===== config.mk =====
export PLATFORM = sky130hd
export DESIGN_NAME = a0_trace_fifo_flat
export DESIGN_NICKNAME = d
export VERILOG_FILES = /design/src/rtl/a0_trace_fifo_if.sv /design/src/rtl/a0_trace_fifo.sv /design/src/flat_wrapper.sv
export SDC_FILE = /design/constraint.sdc
export NUM_CORES = 1
export LEC_CHECK = 0
export ABC_AREA = 1
export CAP_MARGIN = 25
export CORE_MARGIN = 5
export CORE_UTILIZATION = 25
export DETAILED_ROUTE_END_ITERATION = 6
export HOLD_SLACK_MARGIN = 0.12
export PLACE_DENSITY = 0.51
export SLEW_MARGIN = 0
export SYNTH_ARGS = -nofsm -noshare
export SYNTH_HDL_FRONTEND = slang
export SYNTH_SLANG_ARGS = --single-unit

===== constraint.sdc =====
create_clock -name clk -period 11.58 [get_ports clk]
set_input_delay 1.737 -clock clk [delete_from_list [all_inputs] [get_ports clk]]
set_output_delay 1.737 -clock clk [all_outputs]
set_load 0.03 [all_outputs]

===== src/rtl/a0_trace_fifo_if.sv =====
// rtl/a0_trace_fifo_if.sv - head-record stream between the a0 trace FIFO and its consumer
interface a0_trace_fifo_if #(
  parameter int DATA_WIDTH  = 32,
  parameter int STAMP_WIDTH = 16
);
  logic [DATA_WIDTH-1:0]  out_data_o;
  logic [STAMP_WIDTH-1:0] out_stamp_o;
  logic                   out_valid_o;
  logic                   out_ready_i;

  modport master (output out_data_o, out_stamp_o, out_valid_o, input out_ready_i);
  modport slave  (input out_data_o, out_stamp_o, out_valid_o, output out_ready_i);
endinterface


===== src/rtl/a0_trace_fifo.sv =====
// rtl/a0_trace_fifo.sv - records a0 changes with a cycle stamp into a FWFT FIFO
module a0_trace_fifo #(
  parameter int DATA_WIDTH  = 32,
  parameter int DEPTH       = 8,
  parameter int STAMP_WIDTH = 16
) (
  input  logic                     clk,
  input  logic                     rst,
  input  logic                     en_i,
  input  logic                     clear_i,
  input  logic [DATA_WIDTH-1:0]    a0_i,
  a0_trace_fifo_if.master          out,
  output logic [$clog2(DEPTH):0]   count_o,
  output logic                     overflow_o,
  output logic [15:0]              drop_cnt_o
);
  localparam int AW = $clog2(DEPTH);
  localparam int CW = AW + 1;
  localparam int RW = DATA_WIDTH + STAMP_WIDTH;
  localparam logic [CW-1:0] FULL_CNT = CW'(DEPTH);

  logic [RW-1:0]          mem [DEPTH];
  logic [AW-1:0]          wr_ptr, rd_ptr;
  logic [CW-1:0]          count;
  logic [STAMP_WIDTH-1:0] stamp;
  logic [DATA_WIDTH-1:0]  prev_a0;
  logic                   overflow;
  logic [15:0]            drop_cnt;

  logic          valid, full, capture, pop, push, drop;
  logic [RW-1:0] head;

  assign valid   = (count != '0);
  assign full    = (count == FULL_CNT);
  // Clear suppresses every queue action in its cycle.
  assign capture = en_i && (a0_i != prev_a0) && !clear_i;
  assign pop     = valid && out.out_ready_i && !clear_i;
  assign push    = capture && (!full || pop);
  assign drop    = capture && full && !pop;
  assign head    = mem[rd_ptr];

  assign out.out_valid_o = valid;
  assign out.out_data_o  = valid ? head[RW-1:STAMP_WIDTH] : '0;
  assign out.out_stamp_o = valid ? head[STAMP_WIDTH-1:0] : '0;
  assign count_o         = count;
  assign overflow_o      = overflow;
  assign drop_cnt_o      = drop_cnt;

  // Storage needs no reset: outputs are masked whenever count is zero.
  always_ff @(posedge clk) begin
    if (push) mem[wr_ptr] <= {a0_i, stamp};
  end

  always_ff @(posedge clk or negedge rst) begin
    if (!rst) begin
      wr_ptr   <= '0;
      rd_ptr   <= '0;
      count    <= '0;
      stamp    <= '0;
      prev_a0  <= '0;
      overflow <= 1'b0;
      drop_cnt <= '0;
    end else if (clear_i) begin
      wr_ptr   <= '0;
      rd_ptr   <= '0;
      count    <= '0;
      stamp    <= '0;
      prev_a0  <= a0_i;
      overflow <= 1'b0;
      drop_cnt <= '0;
    end else begin
      if (en_i) begin
        stamp   <= stamp + 1'b1;
        prev_a0 <= a0_i;
      end
      if (push) wr_ptr <= wr_ptr + 1'b1;
      if (pop)  rd_ptr <= rd_ptr + 1'b1;
      if (push && !pop)      count <= count + 1'b1;
      else if (pop && !push) count <= count - 1'b1;
      if (drop) begin
        overflow <= 1'b1;
        if (drop_cnt != 16'hFFFF) drop_cnt <= drop_cnt + 16'd1;
      end
    end
  end
endmodule

===== src/flat_wrapper.sv =====
// flat-port wrapper written by rule: the top's interface ports become plain ports
module a0_trace_fifo_flat 
#(
  parameter int DATA_WIDTH  = 32,
  parameter int DEPTH       = 8,
  parameter int STAMP_WIDTH = 16
)
  (clk, rst, en_i, clear_i, a0_i, count_o, overflow_o, drop_cnt_o, out_out_data_o, out_out_stamp_o, out_out_valid_o, out_out_ready_i);
  a0_trace_fifo_if #(.DATA_WIDTH(DATA_WIDTH), .STAMP_WIDTH(STAMP_WIDTH)) out_i ();
  input  logic clk;
  input  logic rst;
  input  logic en_i;
  input  logic clear_i;
  input  logic [DATA_WIDTH-1:0] a0_i;
  output logic [$clog2(DEPTH):0] count_o;
  output logic overflow_o;
  output logic [15:0] drop_cnt_o;
  output wire logic [$bits(out_i.out_data_o)-1:0] out_out_data_o;
  output wire logic [$bits(out_i.out_stamp_o)-1:0] out_out_stamp_o;
  output wire logic [$bits(out_i.out_valid_o)-1:0] out_out_valid_o;
  input wire logic [$bits(out_i.out_ready_i)-1:0] out_out_ready_i;
  assign out_out_data_o = out_i.out_data_o;
  assign out_out_stamp_o = out_i.out_stamp_o;
  assign out_out_valid_o = out_i.out_valid_o;
  assign out_i.out_ready_i = out_out_ready_i;
  a0_trace_fifo #(.DATA_WIDTH(DATA_WIDTH), .DEPTH(DEPTH), .STAMP_WIDTH(STAMP_WIDTH)) u_core (.clk(clk), .rst(rst), .en_i(en_i), .clear_i(clear_i), .a0_i(a0_i), .out(out_i), .count_o(count_o), .overflow_o(overflow_o), .drop_cnt_o(drop_cnt_o));
endmodule

Figure 1. Gate-type map (run 1).
The bar under the picture is 100 microns long.
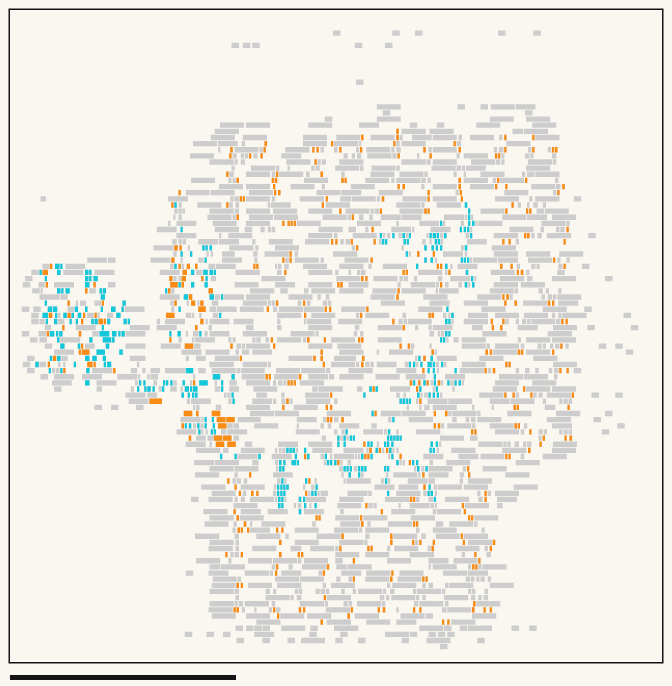
[NAND gates] cyan | cells: 303
[NOR gates] orange | cells: 382
non-filler cells, final: 2,955
dominant logic cell type in the layout: edfxtp_1
Comb/total area: 22.69%

Figure 2. Placement density heat map (run 1).
29 x 29 tiles, from dark blue (low) to red (high), 0 to 100% covered.
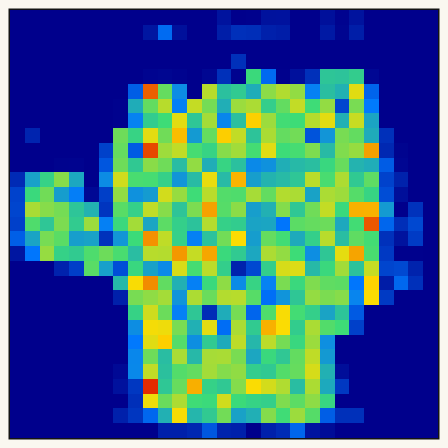
mean over tiles: 26%
nearly empty tiles: 41%
fullest tile: 95%
tiles over 75% full: 2.5%
emptiest ninth of the die: top left
FP Util: 25.18%
core area: 0.07734 sq mm
Final Core Density: 30.11%

==> metrics.csv, run 1 <==
stage,metric,value,unit
final_timing,setup-tns-final,0,ns
status,status,finished clean,
final_timing,finalHoldViolCount,0,
power_and_ir_drop,total_power,4.795,mW
worst_setup_path,crit_required,9.84,ns
power_and_ir_drop,sw_frac_of_total,33.51,%
detailed_routing,firstDrtPassIters,5,
power_and_ir_drop,switchingPower,1.607,mW
finish,regArea,0.01342,sq mm
finish,inverters_excl_clock,119,
detailed_routing,met1_length,22800,microns
synthesis,ys_sh_aoi,11.07,%
worst_setup_path,startpoint,u_core.rd_ptr[1]$_DFFE_PN0P_,
placed_design,place_area,0.02164,sq mm
detailed_routing,routed_via_density,4.503,
global_routing,grt_pass1_vias,13230,
finish,insertedDiodeCount,1,
synthesis,ys_seq_share,68.86,%
synthesis,syn_inst,1786,
worst_setup_path,ff2ff_path_depth,9,
synthesis,edf_count,384,
synthesis,synth-seq-cells,459,
floorplanning,dieArea,0.08357,sq mm
synthesis,avgSynthCellArea,10.90,sq um
detailed_routing,antenna_left,0,
clocking,htree_levels,2,
worst_setup_path,start_kind,flop,
final_timing,setup_slack,5.449,ns
global_routing,antenna_found_initial,1,
synthesis,synth.logic.top_family,simple AND/OR/NAND/NOR gates,
floorplanning,num_rows,102,
final_timing,skew,0.03297,ns
power_and_ir_drop,clockPowerShare,32.2,%
detailed_routing,met2_length,24220,microns
global_routing,grt_pass1_wl,78000,microns
detailed_routing,vias,13310,
final_timing,fin_crit,6.131,ns
global_routing,gr-total-overflow,0,
power_and_ir_drop,pwr-share-seq,39.9,%
synthesis,ys_cells,1786,
detailed_routing,highest_layer,met4,
final_timing,relSlewSlack,32.73,%
worst_setup_path,endpoint,out_out_stamp_o[5],
final_timing,period_used_share,52.95,%
global_routing,grt.met3_usage,2.872,%
synthesis,ys_sh_xor,0.8546,%
finish,mi_logic_area,0.005283,sq mm
floorplanning,io_pins,107,
worst_setup_path,worst-setup-path-type,flop to output port,
worst_setup_path,crit_path_end_kind,output port,
worst_setup_path,rrSetupSlack,7.92,ns
finish,largest_class,flip-flops and latches,
min_path,hp-start,u_core.prev_a0[30]$_DFFE_PN0P_,
synthesis,top_cell,edfxtp_1,
min_path,whs_path_depth,2,
synthesis,yosys-top-cells-count,"384 x edfxtp_1, 358 x nor2_1, 285 x o21ai_0",
finish,n_clock_buffer,79,
detailed_routing,drt-total-wl,50840,microns
synthesis,simple_gate_share,14.41,%
floorplanning,die_h,289.1,microns
global_routing,use_met2,19.85,%
synthesis,fp_nets,1830,
synthesis,top_area_share,59.22,%
worst_setup_path,critPathArrivalTime,4.39,ns
placed_design,gp_congestion,0.7762,
clocking,holdBufCountCts,0,
clocking,clkSinkCount,459,
final_timing,tightest_slew,1.009,ns
clocking,post-cts-setup-buffers,0,
finish,sh_seq_area,57.61,%
Figure 3. Clock network drawn from the DEF (run 1).
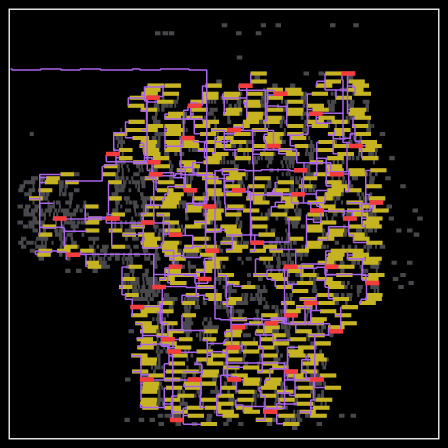
[flip-flops] yellow | count: 459
[clock drivers] red | count: 51
[clock wires] purple | length: 5,910 microns
routed clock nets: 52
P_clk: 1.54 mW
Worst-Skew Late Latency: 0.60 ns

==> run 1: critical path, stage by stage (launching register included) <==
cell             delay, ns
dfrtp_4               0.70
inv_2                 0.78
buf_4                 0.69
o21ai_0               0.22
o22ai_1               0.14
o21ai_0               0.09
a31oi_1               0.37
clkdlybuf4s50_1       0.78
==> run 1: layout by cell type (no fill, tap or decap), drive strengths merged <==
cell / instances
xnor2: 2
fa: 1
clkinv: 14
nand2: 257
a22o: 1
nand3: 32
o31ai: 4
inv: 119
nor3: 14
a31oi: 48
nor3b: 2
ha: 6
clkbuf: 79
o21ai: 289
nor2: 362
clkdlybuf4s50: 105
dfrtp: 75
clkinvlp: 2
a21oi: 13
xor2: 17
and3: 1
bufinv: 1
o22ai: 48
diode: 1
edfxtp: 384
nand4: 13
nand3b: 1
buf: 20
nor4: 4
==> run 1: power by group through the flow <==
stage          registers [mW]  logic [mW]  clock network, mW
2_1_floorplan            1.94       0.817                  0
3_3_place_gp             1.94        1.35                  0
3_5_place_dp             1.95        1.36                  0
4_1_cts                  1.91        1.36               1.58
5_1_grt                  1.92        1.47               1.65
6_report                 1.91        1.34               1.54
==> run 1: through the flow <==
step | util (%) | std cells
6_report | 30.11 | 2955
3_3_place_gp | 27.98 | 2857
3_5_place_dp | 27.98 | 2857
4_1_cts | 30.07 | 2953
5_1_grt | 30.10 | 2954
2_1_floorplan | - | 1786
==> run 1: sequential cells by signal, summed over array words and instances (netlist names) <==
| signal | count |
|---|---|
| u_core.wr_ptr | 3 |
| u_core.prev_a0 | 32 |
| u_core.drop_cnt_o | 16 |
| u_core.rd_ptr | 3 |
| u_core.mem | 384 |
| u_core.count_o | 4 |
| u_core.stamp | 16 |
| u_core.overflow_o | 1 |
## Run 2: what changed since run 1
- clock period: 11.58 -> 5.9 ns (I/O delays scaled with it)
==> run 2 against run 1 <==
Effect of this change:
- critical path depth unchanged
- worst setup slack got worse by 4.6 ns
- hold slack got worse by 0.36 ns
- utilization increased by 0.30 points
- die size unchanged
- synthesized cell count unchanged
- combinational power increased by 92%
- count of clock-buffer cells in the layout decreased by 9
==> metrics.csv, run 2 <==
stage,metric,value,unit,change
worst_setup_path,endpoint,out_out_data_o[19],,
clocking,cts-root-buf,clkbuf_16,,
synthesis,ys_cells,1786,,unchanged
finish,reg_top3,"u_core.mem x384, u_core.prev_a0 x32",,
synthesis,top_area_cell,edfxtp_1,,
power_and_ir_drop,powerSeq,3.82,mW,+100%
detailed_routing,routed_via_density,4.423,,-1.8%
synthesis,edf_count,384,,unchanged
power_and_ir_drop,combPwrFrac,26.9,%,
placed_design,place_inst,2865,,+0.28%
placed_design,pre_cts_ws,1.323,ns,
power_and_ir_drop,p_comb,2.57,mW,+92%
final_timing,period_used_share,85.64,%,
finish,regMostFlops,u_core.mem,,
status,status,finished clean,,
final_timing,tightest_slew,0.9723,ns,-0.03679 ns
worst_setup_path,critPathArrivalTime,4.17,ns,-0.22 ns
power_and_ir_drop,power_density,406.8,mW/mm^2,
synthesis,syn_inst,1786,,unchanged
clocking,clkSinkCount,459,,unchanged
worst_setup_path,crit_path_end_kind,output port,,
final_timing,fin_crit,5.053,ns,
finish,largest_reg_flops,384,,unchanged
worst_setup_path,cp_cell_sequence,"inv_4, buf_4, o21ai_0, o22ai_1, o21ai_0, a31oi_1, clkdlybuf4s50_1",,
synthesis,synth-seq-cells,459,,unchanged
detailed_routing,antenna_left,0,,unchanged
power_and_ir_drop,p_leak,8.425,nW,
worst_setup_path,worst-setup-path-type,flop to output port,,
final_timing,relSlewSlack,35.18,%,+2.5 points
final_timing,setup_slack,0.8475,ns,-4.601 ns
global_routing,gr-total-overflow,0,,unchanged
clocking,insertion_delay,0.60,ns,about the same
finish,layout_top_cell,edfxtp_1,,
worst_setup_path,critical_path.top_delay_family,buffers and inverters,,
worst_setup_path,path_depth,7,,unchanged
clocking,cts_buffers,49,,
global_routing,grt_pass1_wl,79440,microns,+1.8%
final_timing,slew_viol_final,0,,
synthesis,flop_cell,edfxtp_1,,
floorplanning,io_pins,107,,unchanged
flow_run,drv_cap,0,,
finish,final_util,30.41,%,+0.30 points
clocking,post-cts-setup-buffers,0,,unchanged
worst_setup_path,crit_path_top_delay_cell,inv_4,,
worst_setup_path,ff2ff_path_depth,9,,unchanged
worst_setup_path,path_common_cell,o21ai_0,,
finish,fin_nets,1921,,
synthesis,top_cell,edfxtp_1,,
worst_setup_path,reg2reg_to,u_core.mem[2][10]$_DFFE_PP_,,
clocking,tritoncts,yes,,
clocking,cts_buffer_depth,3,,
synthesis,yosys_area,0.01947,sq mm,
flow_run,warnings,26,,
synthesis,async_flop_share,16.34,%,
worst_setup_path,slowest_delay,0.86,ns,+0.08 ns
final_timing,setup-tns-final,0,ns,unchanged
final_timing,skew,0.03274,ns,-0.0002243 ns
final_timing,finalHoldViolCount,0,,unchanged
power_and_ir_drop,pwr-share-seq,39.9,%,about the same
power_and_ir_drop,total_power,9.567,mW,+100%
finish,final_cells,2960,,+0.17%
synthesis,avgSynthCellArea,10.90,sq um,unchanged
global_routing,grt_max_degree,97,,
worst_setup_path,startpoint,u_core.rd_ptr[0]$_DFFE_PN0P_,,
synthesis,top_area_share,59.22,%,unchanged
placed_design,gp_congestion,0.7672,,-1.2%
finish,fin_area,0.02352,sq mm,
final_timing,fmax,197.9,MHz,
worst_setup_path,rrSetupSlack,2.25,ns,-5.67 ns
floorplanning,dieArea,0.08357,sq mm,unchanged
worst_setup_path,path_buffers,3,,unchanged
synthesis,synth.distinct_cells,39,,
placed_design,place_area,0.02180,sq mm,+0.74%
global_routing,antenna_found_initial,2,,+1
synthesis,ys_seq_share,68.86,%,unchanged
final_timing,rsz0062_at_grt,false,,
power_and_ir_drop,switchingPower,3.159,mW,+97%
detailed_routing,drc,0,,
power_and_ir_drop,ir_worst_vdd,0.1977,mV,
detailed_routing,dr.first_iter.drc_count,907,,
floorplanning,die_h,289.1,microns,unchanged
clocking,cts-resized-gates,0,,
global_routing,grt_pass1_vias,13260,,+0.21%
min_path,holdCritPathClass,input port to asynchronous set/reset pin,,
synthesis,synth_area,0.01947,sq mm,
worst_setup_path,r2r_start,u_core.count_o[1]$_DFFE_PN0P_,,
finish,drive_gt1_share,7.508,%,
finish,syn_to_final_growth,20.78,%,
worst_setup_path,start_kind,flop,,
final_timing,setup_viol_count_final,0,,
finish,final_cell_mix,"384 x edfxtp_1, 350 x nor2_1, 285 x o21ai_0",,
floorplanning,coreArea,0.07734,sq mm,unchanged
detailed_routing,firstDrtPassIters,5,,unchanged
synthesis,ys_top_cells_by_area,"edfxtp_1 59%, dfrtp_1 9.6%, o21ai_0 7.3%",,
placed_design,place_hpwl,29800,microns,
power_and_ir_drop,sw_frac_of_total,33.02,%,-0.49 points
clocking,htree_levels,2,,unchanged
synthesis,yosys-top-cells-count,"384 x edfxtp_1, 358 x nor2_1, 285 x o21ai_0",,
synthesis,yosys_warnings,0,,
power_and_ir_drop,powerClk,3.18,mW,+110%
floorplanning,fp.dieW,289.1,microns,
worst_setup_path,path_max_fanout,96,,
floorplanning,initial_core_util,25.18,%,unchanged
final_timing,fin_hold_ws,0.1463,ns,
power_and_ir_drop,clockPowerShare,33.2,%,+1.0 points
worst_setup_path,crit_required,5.02,ns,-4.82 ns
clocking,holdBufCountCts,0,,unchanged
clocking,clk_pin_slew,0.05,ns,
power_and_ir_drop,p_int,6.408,mW,
synthesis,fp_nets,1830,,unchanged
floorplanning,num_rows,102,,unchanged
power_and_ir_drop,power.largest_group,registers,,
placed_design,io_buffers,106,,
==> run 2: kinds of logic after synthesis <==
group,after synthesis,synth area share [%]
AOI/OAI and AO/OA,403,11.07
xor gates and xnor gates,19,0.8546
adders and majority gates,7,0.4884
buffers and inverters,212,4.318
DFF,459,68.86
and+or+nand+nor,686,14.41
==> run 2: area by class of cell <==
| cell class | count | area, sq um |
|---|---|---|
| antenna | 2 | 5.005 |
| timing repair buffer | 133 | 1381 |
| clock buffer | 70 | 1416 |
| clock inverter | 22 | 265.3 |
| multi-input combinational | 1115 | 5283 |
| fill | 7923 | 53820 |
| sequential | 459 | 13420 |
| inverter | 119 | 450.4 |
| tap | 1040 | 1301 |
==> run 2: worst min path at each step <==
| stage | cells after the start | end |
|---|---|---|
| 2_1_floorplan | 2 | u_core.prev_a0[29]$_DFFE_PN0P_ |
| 3_3_place_gp | 2 | u_core.prev_a0[5]$_DFFE_PN0P_ |
| 3_5_place_dp | 2 | u_core.prev_a0[29]$_DFFE_PN0P_ |
| 4_1_cts | 1 | u_core.drop_cnt_o[12]$_DFFE_PN0P_ |
| 5_1_grt | 1 | u_core.drop_cnt_o[12]$_DFFE_PN0P_ |
| 6_report | 1 | u_core.drop_cnt_o[9]$_DFFE_PN0P_ |
==> run 2: per-layer routing <==
| layer | vias to the layer above | global-route usage (%) | wire length [microns] |
|---|---|---|---|
| li1 | 6378 | - | - |
| met1 | 6353 | 15.71 | 22450 |
| met2 | 275 | 20.56 | 24670 |
| met3 | 85 | 2.769 | 2754 |
| met4 | 0 | 3.313 | 1207 |
| met5 | - | 0 | 0 |
Figure 4. Signal wires by layer (run 2).
The bar under the picture is 100 microns long.
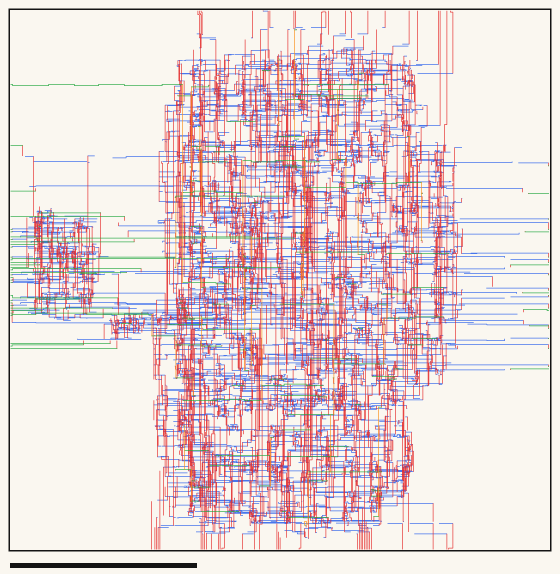
[metal 4] orange | wire length: 1,210 microns
[metal 1] blue | wire length: 22.4 mm
[metal 2] red | wire length: 24.7 mm
[metal 3] green | wire length: 2,750 microns
Via Count: 13,090
Total Wirelength: 51,080 microns
GRT Resource Usage Total: 12.14%
routed len/inst: 17.26 microns

Power is estimated from default activity; no workload was simulated.
